--- src/rtl/cam_pkg.sv ---
// Shared types and constants for the OV7670 capture path: FSM encoding,
// bus widths, QVGA frame geometry and the RGB565 -> RGB444 packer.
package cam_pkg;

   typedef enum logic [1:0] {
      IDLE    = 2'd0,
      ARM     = 2'd1,
      CAPTURE = 2'd2
   } cam_state_t;

   localparam int PIX_W      = 12;
   localparam int CAM_BYTE_W = 8;
   localparam int QVGA_W     = 320;
   localparam int QVGA_H     = 240;
   localparam int QVGA_PIX   = 76800;

   // hi = R4..R0 G5..G3, lo = G2..G0 B4..B0; keep the top 4 bits of each channel
   function automatic logic [PIX_W-1:0] rgb565_to_444(input logic [CAM_BYTE_W-1:0] hi,
                                                      input logic [CAM_BYTE_W-1:0] lo);
      return {hi[7:4], hi[2:0], lo[7], lo[4:1]};
   endfunction

endpackage

--- src/rtl/pixel_addr_counter.sv ---
// Frame-buffer pixel address counter: synchronous clear, increment enable,
// and a saturation flag that blocks counting once MAX_PIX is reached.
module pixel_addr_counter #(
   parameter int ADDR_W  = 17,
   parameter int MAX_PIX = 76800
) (
   input  logic              clk,
   input  logic              reset,
   input  logic              clear,
   input  logic              inc,
   output logic [ADDR_W-1:0] count,
   output logic              sat
);

   // one extra bit so MAX_PIX == 2**ADDR_W is representable
   localparam logic [ADDR_W:0] MAX_VAL = (ADDR_W+1)'(MAX_PIX);

   assign sat = ({1'b0, count} >= MAX_VAL);

   always_ff @(posedge clk) begin
      if (reset || clear) begin
         count <= '0;
      end else if (inc && !sat) begin
         count <= count + ADDR_W'(1);
      end
   end

endmodule

--- src/rtl/ov7670_pixel_capture.sv ---
// OV7670 capture stage: registers the camera byte stream, pairs RGB565 bytes
// into RGB444 pixels and issues one frame-buffer write per pixel.
module ov7670_pixel_capture
   import cam_pkg::*;
#(
   parameter int ADDR_W     = 17,
   parameter int MAX_PIX    = QVGA_PIX,
   parameter int CONTINUOUS = 1
) (
   input  logic                  clk,
   input  logic                  reset,
   input  logic                  en,
   input  logic                  vsync,
   input  logic                  href,
   input  logic [CAM_BYTE_W-1:0] d,
   output logic [ADDR_W-1:0]     addr,
   output logic [PIX_W-1:0]      dout,
   output logic                  we,
   output logic                  frame_done,
   output logic                  busy
);

   cam_state_t            state;
   logic                  vsync_q;
   logic                  vsync_prev;
   logic                  href_q;
   logic [CAM_BYTE_W-1:0] d_q;
   logic                  phase;
   logic [CAM_BYTE_W-1:0] hi_byte;
   logic [ADDR_W-1:0]     pix_count;
   logic                  pix_sat;
   logic                  vsync_fall;
   logic                  vsync_rise;
   logic                  cnt_clear;

   assign vsync_fall = vsync_prev && !vsync_q;
   assign vsync_rise = !vsync_prev && vsync_q;
   assign cnt_clear  = (state == ARM) && vsync_fall;

   // the write strobe itself advances the address for the next pixel
   pixel_addr_counter #(
      .ADDR_W  (ADDR_W),
      .MAX_PIX (MAX_PIX)
   ) u_cnt (
      .clk   (clk),
      .reset (reset),
      .clear (cnt_clear),
      .inc   (we),
      .count (pix_count),
      .sat   (pix_sat)
   );

   always_ff @(posedge clk) begin
      if (reset) begin
         vsync_q    <= 1'b0;
         vsync_prev <= 1'b0;
         href_q     <= 1'b0;
         d_q        <= '0;
      end else begin
         vsync_q    <= vsync;
         vsync_prev <= vsync_q;
         href_q     <= href;
         d_q        <= d;
      end
   end

   always_ff @(posedge clk) begin
      if (reset) begin
         state      <= IDLE;
         addr       <= '0;
         dout       <= '0;
         we         <= 1'b0;
         frame_done <= 1'b0;
         busy       <= 1'b0;
         phase      <= 1'b0;
         hi_byte    <= '0;
      end else begin
         we         <= 1'b0;
         frame_done <= 1'b0;
         case (state)
            IDLE: begin
               if (en) begin
                  state <= ARM;
                  busy  <= 1'b1;
               end
            end
            ARM: begin
               if (vsync_fall) begin
                  state <= CAPTURE;
                  phase <= 1'b0;
               end
            end
            CAPTURE: begin
               // an unpaired hi byte at the end of a line is simply dropped
               if (href_q) begin
                  if (!phase) begin
                     hi_byte <= d_q;
                     phase   <= 1'b1;
                  end else begin
                     phase <= 1'b0;
                     if (!pix_sat) begin
                        we   <= 1'b1;
                        addr <= pix_count;
                        dout <= rgb565_to_444(hi_byte, d_q);
                     end
                  end
               end else begin
                  phase <= 1'b0;
               end
               if (vsync_rise) begin
                  frame_done <= 1'b1;
                  if (CONTINUOUS != 0) begin
                     state <= ARM;
                  end else begin
                     state <= IDLE;
                     busy  <= 1'b0;
                  end
               end
            end
            default: begin
               state <= IDLE;
               busy  <= 1'b0;
               phase <= 1'b0;
            end
         endcase
      end
   end

endmodule

--- config.mk ---
export PLATFORM = sky130hd
export DESIGN_NAME = ov7670_pixel_capture
export DESIGN_NICKNAME = d
export VERILOG_FILES = /design/src/rtl/cam_pkg.sv /design/src/rtl/pixel_addr_counter.sv /design/src/rtl/ov7670_pixel_capture.sv
export SDC_FILE = /design/constraint.sdc
export NUM_CORES = 1
export LEC_CHECK = 0
export CAP_MARGIN = 25
export CORE_MARGIN = 5
export CORE_UTILIZATION = 35
export CTS_CLUSTER_SIZE = 10
export DETAILED_ROUTE_END_ITERATION = 8
export PLACE_DENSITY = 0.65
export SYNTH_ARGS = -nofsm -noshare
export SYNTH_HDL_FRONTEND = slang
export SYNTH_SLANG_ARGS = --single-unit
--- constraint.sdc ---
create_clock -name clk -period 4.5 [get_ports clk]
set_clock_uncertainty 0.05 [all_clocks]
set_input_delay 1.35 -clock clk [delete_from_list [all_inputs] [get_ports clk]]
set_output_delay 1.35 -clock clk [all_outputs]
set_load 0.02 [all_outputs]
run_1/drive_strength.png
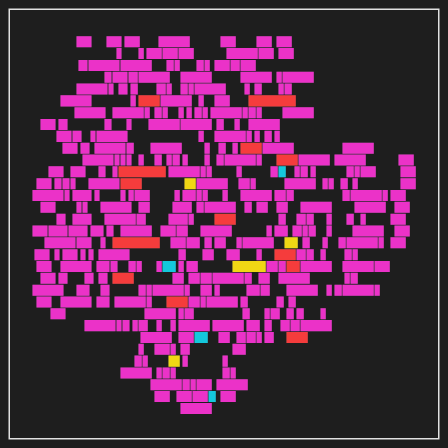
drive 1 or less -> magenta  # cells 343, share 94%, most used nand2_1
drive 2 -> cyan  # cells 4, share 1.1%
drive 3 to 4 -> yellow  # cells 4, share 1.1%
drive 6 and up -> red  # cells 13, share 3.6%, most used clkbuf_8

run_1/cell_classes.png
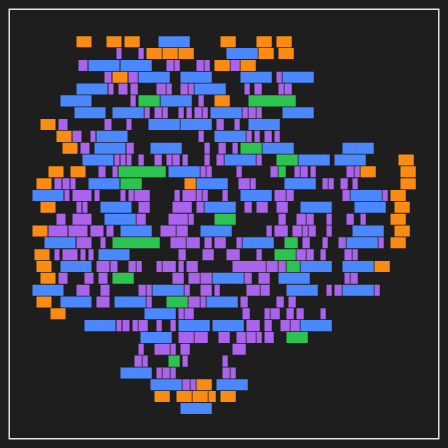
flip-flops -> blue  # cells 70, share of their area 42%
other buffers and delay cells -> orange  # cells 45, share of their area 13%
clock drivers and dummy loads -> green  # cells 16, share of their area 7.3%
all other logic -> purple  # cells 233, share of their area 38%

run_1/final_congestion.png
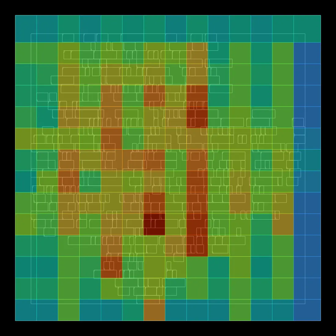
most crowded layer after global routing: met2
GR Layer Usage met3: 0.0354
GR Util met2: 0.201

==> deck_impl_summary.md, run 1 <==
Synthesis and Place & Route Summary

Final timing
  – Worst slew pin tran: ~0.94 ns
  – Max_slew headroom: 0.371
  – Worst hold slack: roughly 0.39 ns
  – Setup WS post-layout: 1.70 ns
  – Hold violation count in the final report: 0
  – Max-slew violations: 0
  – RSZ-0062 raised after global routing: no
  – Tcrit/Tclk final: 0.622
  – TNS Setup: 0 ns
  – Final setup violation count: 0
  – Max Fclk: 358 MHz
  – Min cycle time layout: 2.80 ns

Yosys
  – Yosys synthesis chip area: 2740 sq um
  – Total number of yosys warnings: 0
  – Mapped Avg Cell Area: 8.55 sq um
  – Top-count cell post-synth: nand2_1
  – Synth Net Count: about 340
  – FA/HA/MAJ Cells, Area Fraction: 0.0274
  – Flops after synth: 70
  – Post-synth mux share: 0.0146
  – XOR Share, Synth: 0.00640
  – Post-synth seq share: 0.512
  – Area leader, netlist: dfxtp_1
  – Cells after Synth: around 320
  – Share of Yosys cell area claimed by the top area cell type: 0.512
  – Logic family by area: simple AND/OR/NAND/NOR gates
  – Synth cell types: 37
  – Simple share: 0.250
  – Aoi share: 0.151
  – Yosys Instances: 320
  – Post-synth EDFFs: 0
  – Synth cell count leaders: 84 x nand2_1, 70 x dfxtp_1, 47 x a21oi_1
  – Top cells by area: dfxtp_1 51%, nand2_1 12%, a21oi_1 8.6%, ha_1 2.7%, nor2b_1 2.5%
  – Ys async rst share: 0
  – Most used DFF post-synth: dfxtp_1
  – Mapped cell area: between 2000 and 3000 sq um

Min path
  – Min-Delay Path Class: flip-flop to flip-flop
  – HP Start: d_q[0]
  – Hold path depth: 2

Clock tree
  – Hold bufs inserted after CTS: 0
  – Post-CTS Setup Bufs: 0
  – CTS tree: built
  – Clock sinks: 70
  – Num CTS Buffers: 9
  – Insertion Delay late pin: 0.34 ns
  – # H-tree levels: 3
  – CTS max path bufs: 2
  – Resized Gates After CTS: 0
  – Clk Tree Root Cell: clkbuf_8
  – Clock transition at path regs: 0.08 ns

Setup path
  – Crit Path Class: flip-flop to primary output
  – Critical-path maximum fanout: 5
  – Critical Path End Type: primary output
  – Number of cells on the critical path: 1
  – Worst R2R Start: state[0]
  – CP max-delay cell: clkdlybuf4s50_1
  – Crit start category: flip-flop
  – WP data arrival: 1.40 ns
  – CP cell instances: clkdlybuf4s50_1
  – Worst Reg-to-Reg Cells: 7
  – CP delay by family, top: buffers and inverters
  – CP startpoint: we
  – R2r setup slk: between 2 and 2.5 ns
  – Bufs and invs on worst path: 1
  – RR Endpoint: dout[11]
  – Crit path to: we
  – WP data required: slightly above 3 ns
  – Largest stage delay, worst path: about 0.64 ns

Power and ir drop
  – Part of the power in registers: 0.485
  – Worst ir drop on vdd: 0.214 mV
  – P_leak: 1.19 nW
  – Pwr dens: 377 nW/um^2
  – Clk pwr share: 0.467
  – Psw: 0.000280 W
  – Internal Power: 0.00103 W
  – Net Sw Frac: 0.214
  – Comb power frac: 0.048

Job
  – Tally of OpenROAD warnings: 31
  – Max-capacitance violation count: 0

Detailed routing
  – DR WL/cell: 12.5 um
  – Iteration-0 DRC Markers: 149
  – Routed vias: 2270
  – ANT nets after route: 0
  – WL final: 5.84 mm
  – Initial DRT Pass Iterations: 4
  – Vias/cell: ~4.9
  – Drt drc: 0

Place
  – Port bufs: between 40 and 50
  – DP HPWL: 4.03 mm
  – Placed Area: 3230 sq um
  – Pre-CTS setup slack: about 1.4 ns
  – Routability congestion estimate: 0.780

Final layout
  – Fin util: 0.452
  – Post-route cell area: 3470 sq um
  – Layout fillers: 769
  – Ratio of cells with drive above 1 in the final layout: 0.0577
  – MI comb area: between 1000 and 1500 sq um
  – Sequential cell area: 1400 sq um
  – Area growth syn-to-layout: 27.0%
  – Final Net Count: 378
  – Antenna diodes: 0

Floorplan
  – FP Rows: 32
  – Die Width: approximately 100 um
  – Chip Height: 98.4 um
  – Total die area: around 9700 sq um
  – Fp_density: 0.356
  – I/O pins: 45
  – Core area: 7690 sq um

Global routing
  – Number of antenna violations at the first check in global routing: 0
  – Vias in the first global route: 2261
  – Global route total overflow: 0
  – Largest net degree at the start of global routing: 57
  – First-pass GRT wire length: slightly above 10 mm
  – Total track usage: 0.130

Outcome
  – Status: finished, final reports clean
==> run 1: power by group through the flow <==
stage / Clock (W) / Sequential, W / Combinational [W]
after floorplan: 0 / 0.000649 / 0.0000408
after global placement: 0 / 0.000648 / 0.0000621
after detailed placement: 0 / 0.000649 / 0.0000632
after CTS: 0.000626 / 0.000634 / 0.0000636
after global routing: 0.000651 / 0.000635 / 0.0000718
final: 0.000612 / 0.000634 / 0.0000625
==> run 1: kinds of logic (layout without fill, tap and decap cells) <==
group / after synthesis / after routing
AND/OR/NAND/NOR: 143 / 143
AND-OR/OR-AND: 70 / 70
flip-flops: 70 / 70
buffers and inverters: 25 / 69
adder cells (fa/ha/maj): 6 / 6
multiplexers: 4 / 4
XOR/XNOR: 2 / 2
==> run 1: area by class of cell <==
class | instances | area share
clock buffer | 9 | 0.0357
clock inverter | 7 | 0.0346
inverter | 8 | 0.00864
multi-input combinational | 225 | 0.354
sequential | 70 | 0.403
tap | 102 | 0.0367
timing repair buffer | 45 | 0.127
==> run 1: sequential cells by signal (all words and copies together) (netlist names) <==
register,count
addr,17
u_cnt.count,17
dout,12
d_q,8
hi_byte,7
state,2
busy,1
frame_done,1
href_q,1
phase,1
vsync_prev,1
vsync_q,1
we,1
==> run 1: cells in the final DEF (no fill, tap or decap), drive strengths merged, types with 4 or more instances in the layout <==
cell	netlist	final
a21oi	48	48
clkbuf	12	9
clkdlybuf4s50	0	43
dfxtp	70	70
ha	6	6
inv	8	9
mux2i	4	4
nand2	84	84
nand3	6	6
nor2	11	11
nor2b	11	11
o211ai	4	4
o21ai	5	5
o31ai	4	4
or3	6	6
or4	6	6
==> run 1: stage by stage <==
step                power (W)  std cells
floorplan            0.000690        320
global placement     0.000710        450
detailed placement   0.000712        450
CTS                   0.00132        466
global route          0.00136        466
finish                0.00131        466
==> run 1: how the worst min path moves through the flow <==
stage | to | slack, ns
after global routing | hi_byte[0] | 0.41
after floorplan | hi_byte[0] | 0.37
after detailed placement | hi_byte[0] | 0.38
after global placement | hi_byte[5] | 0.37
final | hi_byte[0] | 0.39
after CTS | hi_byte[0] | 0.39
==> run 1: worst reg2reg max path, stage by stage (launching register included) <==
cell	delay, ns
dfxtp_1	0.39
inv_1	0.08
ha_1	0.28
and3_1	0.21
o211ai_1	0.41
buf_4	0.39
nand2_1	0.08
a21oi_1	0.15
==> run 1: metal layers <==
layer | up-vias | GRT usage | routed length, um | part of all wire
met5 | - | 0 | 0 | 0
met4 | 0 | 0.0609 | 73 | 0.013
met3 | 6 | 0.0354 | 290 | 0.050
met2 | 53 | 0.201 | 2640 | 0.45
met1 | 1035 | 0.168 | 2840 | 0.49
li1 | 1176 | - | - | -
run_1/density.png
10 x 10 tiles, from black (low) to pale yellow (high), 0 to 100% covered.
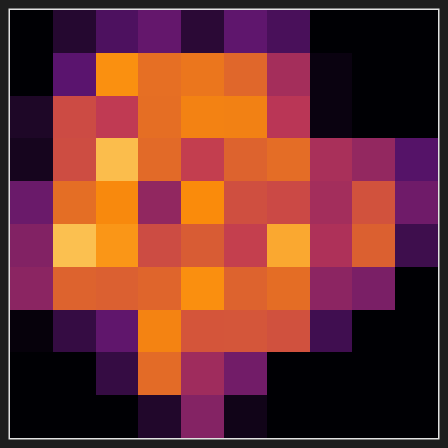

==> run 1 -> run 2 <==
- PLACE_DENSITY: 0.65 -> 0.67
- clock period: 4.5 -> 2.5 ns (I/O delays scaled with it)
run_2/density.png
10 x 10 tiles, from black (low) to pale yellow (high), 0 to 100% covered.
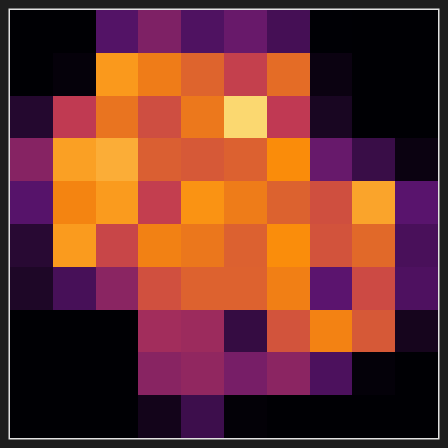
nearly empty tiles = 27%
tiles over 75% full = 10%
emptiest ninth of the die = lower left
fullest tile = 92%
densest ninth of the die = center

==> deck_impl_summary.md, run 2 <==
Synthesis and Place & Route Summary

Setup path
  – WP data required: 1.70 ns
  – Largest stage delay, worst path: 0.63 ns
  – WP data arrival: 1.36 ns
  – Crit start category: flip-flop
  – Bufs and invs on worst path: 1
  – CP startpoint: we
  – Worst R2R Start: u_cnt.count[14]
  – Crit Path Class: flip-flop to primary output
  – Critical Path End Type: primary output
  – CP max-delay cell: clkdlybuf4s50_1
  – CP delay by family, top: buffers and inverters
  – CP cell instances: clkdlybuf4s50_1
  – Critical-path maximum fanout: 5

Yosys
  – Top cells by area: dfxtp_1 51%, nand2_1 12%, a21oi_1 8.6%, ha_1 2.7%, nor2b_1 2.5%
  – Yosys synthesis chip area: between 2000 and 3000 sq um
  – Simple share: 0.250
  – Post-synth seq share: 0.512
  – Share of Yosys cell area claimed by the top area cell type: 0.512
  – Ys async rst share: 0
  – Flops after synth: 70
  – Mapped Avg Cell Area: around 8.6 sq um
  – Synth cell count leaders: 84 x nand2_1, 70 x dfxtp_1, 47 x a21oi_1
  – Cells after Synth: roughly 320
  – Yosys Instances: 320
  – Synth cell types: 37
  – Logic family by area: simple AND/OR/NAND/NOR gates
  – Mapped cell area: roughly 2700 sq um
  – FA/HA/MAJ Cells, Area Fraction: 0.0274
  – Post-synth EDFFs: 0
  – Top-count cell post-synth: nand2_1
  – Area leader, netlist: dfxtp_1
  – XOR Share, Synth: 0.00640
  – Total number of yosys warnings: 0
  – Post-synth mux share: 0.0146
  – Synth Net Count: 339
  – Aoi share: 0.151

Floorplan
  – FP Rows: 32
  – Chip Height: 98.4 um
  – Fp_density: 0.356
  – Total die area: roughly 9700 sq um
  – Die Width: 98.4 um
  – I/O pins: 45

Final layout
  – Layout fillers: 782
  – Sequential cell area: 1400 sq um
  – Post-route cell area: 3460 sq um
  – Ratio of cells with drive above 1 in the final layout: 0.0679
  – Biggest regs: addr x17, u_cnt.count x17, dout x12
  – Area growth syn-to-layout: 26.4%
  – Final Net Count: 382
  – Most instantiated logic cells after routing: 84 x nand2_1, 70 x dfxtp_1, 47 x a21oi_1
  – MI comb area: 1230 sq um
  – Most numerous logic cell after layout: nand2_1
  – Antenna diodes: 0

Job
  – Tally of OpenROAD warnings: 31
  – Max-capacitance violation count: 0

Final timing
  – Tcrit/Tclk final: 0.864
  – TNS Setup: 0 ns
  – RSZ-0062 raised after global routing: no
  – Max_slew headroom: 0.390
  – Max-slew violations: 0
  – Final setup violation count: 0
  – Hold violation count in the final report: 0
  – Worst slew pin tran: just over 0.9 ns
  – Min cycle time layout: 2.16 ns
  – Max Fclk: around 460 MHz

Detailed routing
  – ANT nets after route: 0
  – Drt drc: 0
  – Routed vias: 2308
  – Vias/cell: slightly below 5
  – Initial DRT Pass Iterations: 4
  – Iteration-0 DRC Markers: 139
  – WL final: 6.02 mm
  – DR WL/cell: 12.8 um

Min path
  – HP Start: d_q[5]
  – Min-Delay Path Class: flip-flop to flip-flop

Clock tree
  – Hold bufs inserted after CTS: 0
  – Post-CTS Setup Bufs: 0
  – Num CTS Buffers: 9
  – CTS max path bufs: 2
  – Clock transition at path regs: 0.07 ns
  – CTS tree: built
  – Resized Gates After CTS: 0
  – Insertion Delay late pin: 0.34 ns
  – Clock sinks: 70

Power and ir drop
  – Psw: 0.000491 W
  – Pwr dens: ~630 nW/um^2
  – Clk pwr share: 0.416
  – Pwr Total: 0.00216 W
  – Worst ir drop on vdd: 0.338 mV
  – Internal Power: roughly 0.0017 W
  – Net Sw Frac: 0.227
  – Comb power frac: 0.056
  – P_leak: 1.19 nW

Global routing
  – Number of antenna violations at the first check in global routing: 0
  – Vias in the first global route: 2192
  – Total track usage: 0.129
  – First-pass GRT wire length: 10.3 mm
  – Largest net degree at the start of global routing: 28
  – Global route total overflow: 0

Place
  – DP HPWL: 4.16 mm
  – Placed Area: around 3300 sq um
  – Routability congestion estimate: ~0.8
  – Port bufs: 44

Outcome
  – Status: finished, final reports clean
run_2/registers.png
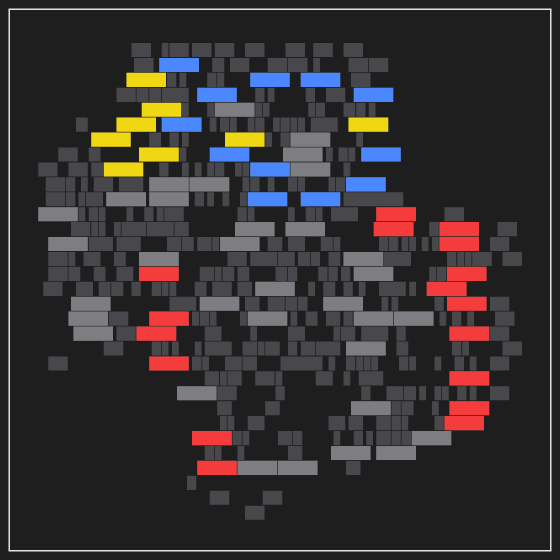
`dout` -> blue  # sequential cells 12, where top center
`d_q` -> yellow  # sequential cells 8
`addr` -> red  # sequential cells 17

[run 2: logic make-up after synthesis]
family                   count (synthesis)
AND/OR/NAND/NOR                        143
multiplexers                             4
buffers and inverters                   25
AND-OR/OR-AND                           70
adder cells (fa/ha/maj)                  6
flip-flops                              70
XOR/XNOR                                 2
[run 2: power groups by stage]
stage                     sequential (W)  combinational, W  clock (W)
after global placement           0.00117          0.000116          0
after CTS                        0.00114          0.000120   0.000919
after global routing             0.00114          0.000133   0.000971
after floorplan                  0.00117         0.0000734          0
after detailed placement         0.00117          0.000120          0
final                            0.00114          0.000120   0.000901
[run 2: layout make-up]
type	count	share of cell area
Tap cell	102	0.0369
Clock inverter	6	0.0177
Multi-Input combinational cell	225	0.355
Timing Repair Buffer	49	0.137
Clock buffer	10	0.0398
Sequential cell	70	0.405
Inverter	8	0.00868
[run 2: worst paths after layout]
path                                         to  slack, ns  cells past startpoint
worst max-delay path                         we       0.34                      1
worst min-delay path                 hi_byte[5]       0.39                      2
worst max register to register  u_cnt.count[12]       0.54                      4
worst min register to register       hi_byte[5]       0.39                      2
[run 2: layer usage]
metal / wire, um / up-vias / track usage
met5: 0 / - / 0
met4: 68 / 0 / 0.0494
met3: 321 / 6 / 0.0446
met2: 2780 / 49 / 0.202
met1: 2850 / 1074 / 0.165
li1: - / 1179 / -
[run 2: metrics by stage]
stage          utilization  setup WS [ns]  cells  hold WS [ns]
2_1_floorplan            -          0.797    320         0.367
3_3_place_gp         0.424          0.402    454         0.375
3_5_place_dp         0.424          0.329    454         0.381
4_1_cts              0.450          0.316    470         0.396
5_1_grt              0.450          0.240    470         0.409
6_report             0.450          0.341    470         0.392
run_2/cell_classes.png
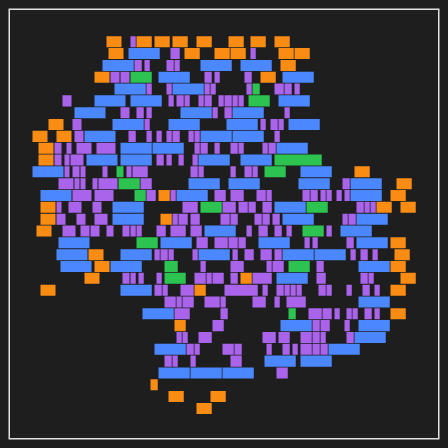

==> run 2 -> run 3 <==
- CORE_MARGIN: 5 -> not set
- clock period: 2.5 -> 1.9 ns (I/O delays scaled with it)
run_3/cell_classes.png
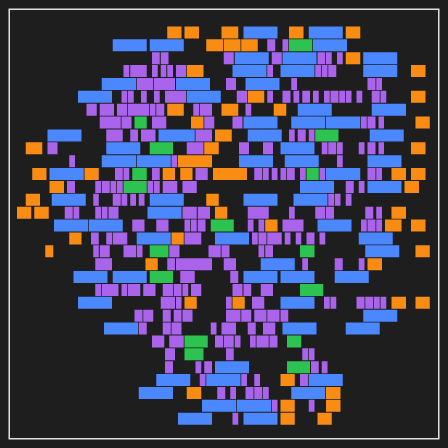
clock drivers and dummy loads -> green  # cells 16, share of their area 5.6%
other buffers and delay cells -> orange  # cells 58, share of their area 16%
all other logic -> purple  # cells 233, share of their area 37%
flip-flops -> blue  # cells 70, share of their area 42%

==> deck_impl_summary.md, run 3 <==
Synthesis and Place & Route Summary

Outcome
  – Status: finished, final reports clean

Detailed routing
  – WL final: between 5 and 6 mm
  – DR WL/cell: around 12 um
  – Routed vias: roughly 2300
  – Drt drc: 0
  – ANT nets after route: 0
  – Vias/cell: between 4 and 5
  – Iteration-0 DRC Markers: 122
  – Initial DRT Pass Iterations: 4

Final timing
  – RSZ-0062 raised after global routing: no
  – Tcrit/Tclk final: 0.966
  – Min cycle time layout: around 1.8 ns
  – Final setup violation count: 0
  – Max Fclk: 545 MHz
  – Worst slew pin tran: 0.524 ns
  – Max_slew headroom: 0.650
  – Worst hold slack: 0.390 ns
  – TNS Setup: 0 ns
  – Setup WS post-layout: 0.0638 ns
  – Hold violation count in the final report: 0
  – Max-slew violations: 0

Clock tree
  – CTS tree: built
  – CTS max path bufs: 2
  – # H-tree levels: 3
  – Hold bufs inserted after CTS: 0
  – Insertion Delay late pin: roughly 0.36 ns
  – Clock sinks: roughly 70
  – Clk Tree Root Cell: clkbuf_8
  – Clock transition at path regs: 0.09 ns
  – Num CTS Buffers: 9

Power and ir drop
  – Pwr dens: ~800 nW/um^2
  – Internal Power: 0.00207 W
  – Comb power frac: 0.056
  – P_leak: 1.39 nW
  – Worst ir drop on vdd: about 0.31 mV
  – Net Sw Frac: 0.262
  – Clk pwr share: 0.409
  – Psw: 0.000735 W
  – Part of the power in registers: 0.536

Setup path
  – WP data required: approximately 2.2 ns
  – WP data arrival: 2.09 ns
  – Crit start category: flip-flop
  – Critical-path maximum fanout: 4
  – Critical Path End Type: flip-flop
  – Crit Path Class: flip-flop to flip-flop

Min path
  – Min-Delay Path Class: flip-flop to flip-flop

Final layout
  – Non-filler cells in the finished layout: around 480
  – Layout fillers: 724
  – Biggest regs: addr x17, u_cnt.count x17, dout x12
  – Ratio of cells with drive above 1 in the final layout: 0.0981
  – Area growth syn-to-layout: 28.0%
  – Antenna diodes: 0
  – Final Net Count: 391
  – Most instantiated logic cells after routing: 84 x nand2_1, 69 x dfxtp_1, 47 x a21oi_1
  – Fin util: 0.473
  – Most numerous logic cell after layout: nand2_1

Place
  – Port bufs: 44
  – # placed instances: 459
  – Routability congestion estimate: approximately 0.77
  – DP HPWL: 3.97 mm
  – Pre-CTS setup slack: -0.0570 ns

Yosys
  – Mapped cell area: between 2000 and 3000 sq um
  – Yosys Instances: 320
  – Flops after synth: about 70
  – Yosys synthesis chip area: 2740 sq um
  – Synth cell count leaders: 84 x nand2_1, 70 x dfxtp_1, 47 x a21oi_1
  – Cells after Synth: 320
  – Post-synth EDFFs: 0
  – Most used DFF post-synth: dfxtp_1
  – Synth Net Count: between 300 and 400
  – Area leader, netlist: dfxtp_1
  – Top cells by area: dfxtp_1 51%, nand2_1 12%, a21oi_1 8.6%, ha_1 2.7%, nor2b_1 2.5%
  – Share of Yosys cell area claimed by the top area cell type: 0.512
  – Mapped Avg Cell Area: approximately 8.6 sq um
  – Synth cell types: 37
  – Total number of yosys warnings: 0
  – Ys async rst share: 0
  – Top-count cell post-synth: nand2_1
  – Post-synth seq share: 0.512

Floorplan
  – FP Rows: 31
  – Die Width: 90.4 um
  – Core area: roughly 7400 sq um
  – I/O pins: 45
  – Total die area: 8180 sq um
  – Fp_density: 0.369
  – Chip Height: 90.4 um

Global routing
  – Total track usage: 0.157
  – GR Util met2: 0.247
  – Number of antenna violations at the first check in global routing: 0
  – GR Layer Usage met3: 0.0362
  – Largest net degree at the start of global routing: 53
  – Most crowded layer after global routing: met2
  – Global route total overflow: 0
  – First-pass GRT wire length: ~10 mm
  – Met1 Use GR: 0.200
  – Vias in the first global route: 2244

Job
  – Max-capacitance violation count: 0
  – Tally of OpenROAD warnings: 31
run_3/registers.png
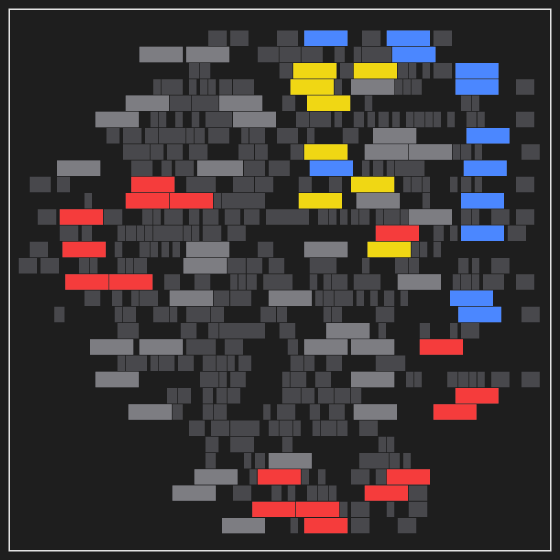
`dout` -> blue  # sequential cells 12
`addr` -> red  # sequential cells 17
`d_q` -> yellow  # sequential cells 8, where top center
not colored = 33

==> run 3: worst max-delay path, stage by stage (launching register included) <==
cell and delay, ns:
dfxtp_2 0.36, inv_1 0.06, ha_1 0.22, and3b_2 0.25
or2_4 0.25, or4_1 0.51, nand2_1 0.08
==> run 3: layer usage <==
layer,vias to the layer above,wire length [um]
met5,-,0
met4,0,138
met3,12,250
met2,50,2660
met1,1055,2780
li1,1198,-
==> run 3: stage by stage <==
step / cell area (sq um) / power [W]
floorplan: 2740 / 0.00163
global placement: 3340 / 0.00169
detailed placement: 3340 / 0.00169
CTS: 3490 / 0.00283
global route: 3500 / 0.00293
finish: 3500 / 0.00280
==> run 3: cell families after synthesis <==
logic type               count (synthesis)  share of synthesized area
buffers and inverters                   25                     0.0389
XOR/XNOR                                 2                    0.00640
AND-OR/OR-AND                           70                      0.151
AND/OR/NAND/NOR                        143                      0.250
multiplexers                             4                     0.0146
adder cells (fa/ha/maj)                  6                     0.0274
flip-flops                              70                      0.512
==> run 3: path summary, 6_finish.rpt <==
check / from / slack (ns) / end / cells past startpoint
worst max-delay path: state[1] / 0.06 / u_cnt.count[12] / 6
worst min-delay path: d_q[6] / 0.39 / hi_byte[6] / 2
worst max register to register: state[1] / 0.06 / u_cnt.count[12] / 6
worst min register to register: d_q[6] / 0.39 / hi_byte[6] / 2
==> run 3: area by class of cell <==
cell class,count,area (sq um),area share
Clock inverter,7,63.8,0.0182
Inverter,8,30.0,0.00857
Timing Repair Buffer,58,526,0.150
Multi-Input combinational cell,225,1230,0.352
Clock buffer,9,124,0.0354
Tap cell,99,124,0.0354
Sequential cell,70,1400,0.401
==> run 3: power by group through the flow <==
stage               clock (W)  combinational [W]  sequential [W]
global placement            0           0.000155         0.00153
finish                0.00115           0.000156         0.00150
global route          0.00125           0.000174         0.00150
CTS                   0.00118           0.000154         0.00150
detailed placement          0           0.000155         0.00154
floorplan                   0          0.0000966         0.00154
==> run 3: repair_timing <==
| action | CTS | global route |
|---|---|---|
| endpoints found under the hold margin | 0 | 0 |
| buffers inserted | 0 | 1 |
| resized | 32 | 3 |
| pin swaps | 0 | 0 |
| setup endpoints to repair | 32 | 2 |
Power figures rest on the tool's default switching activity, not on a simulated workload.
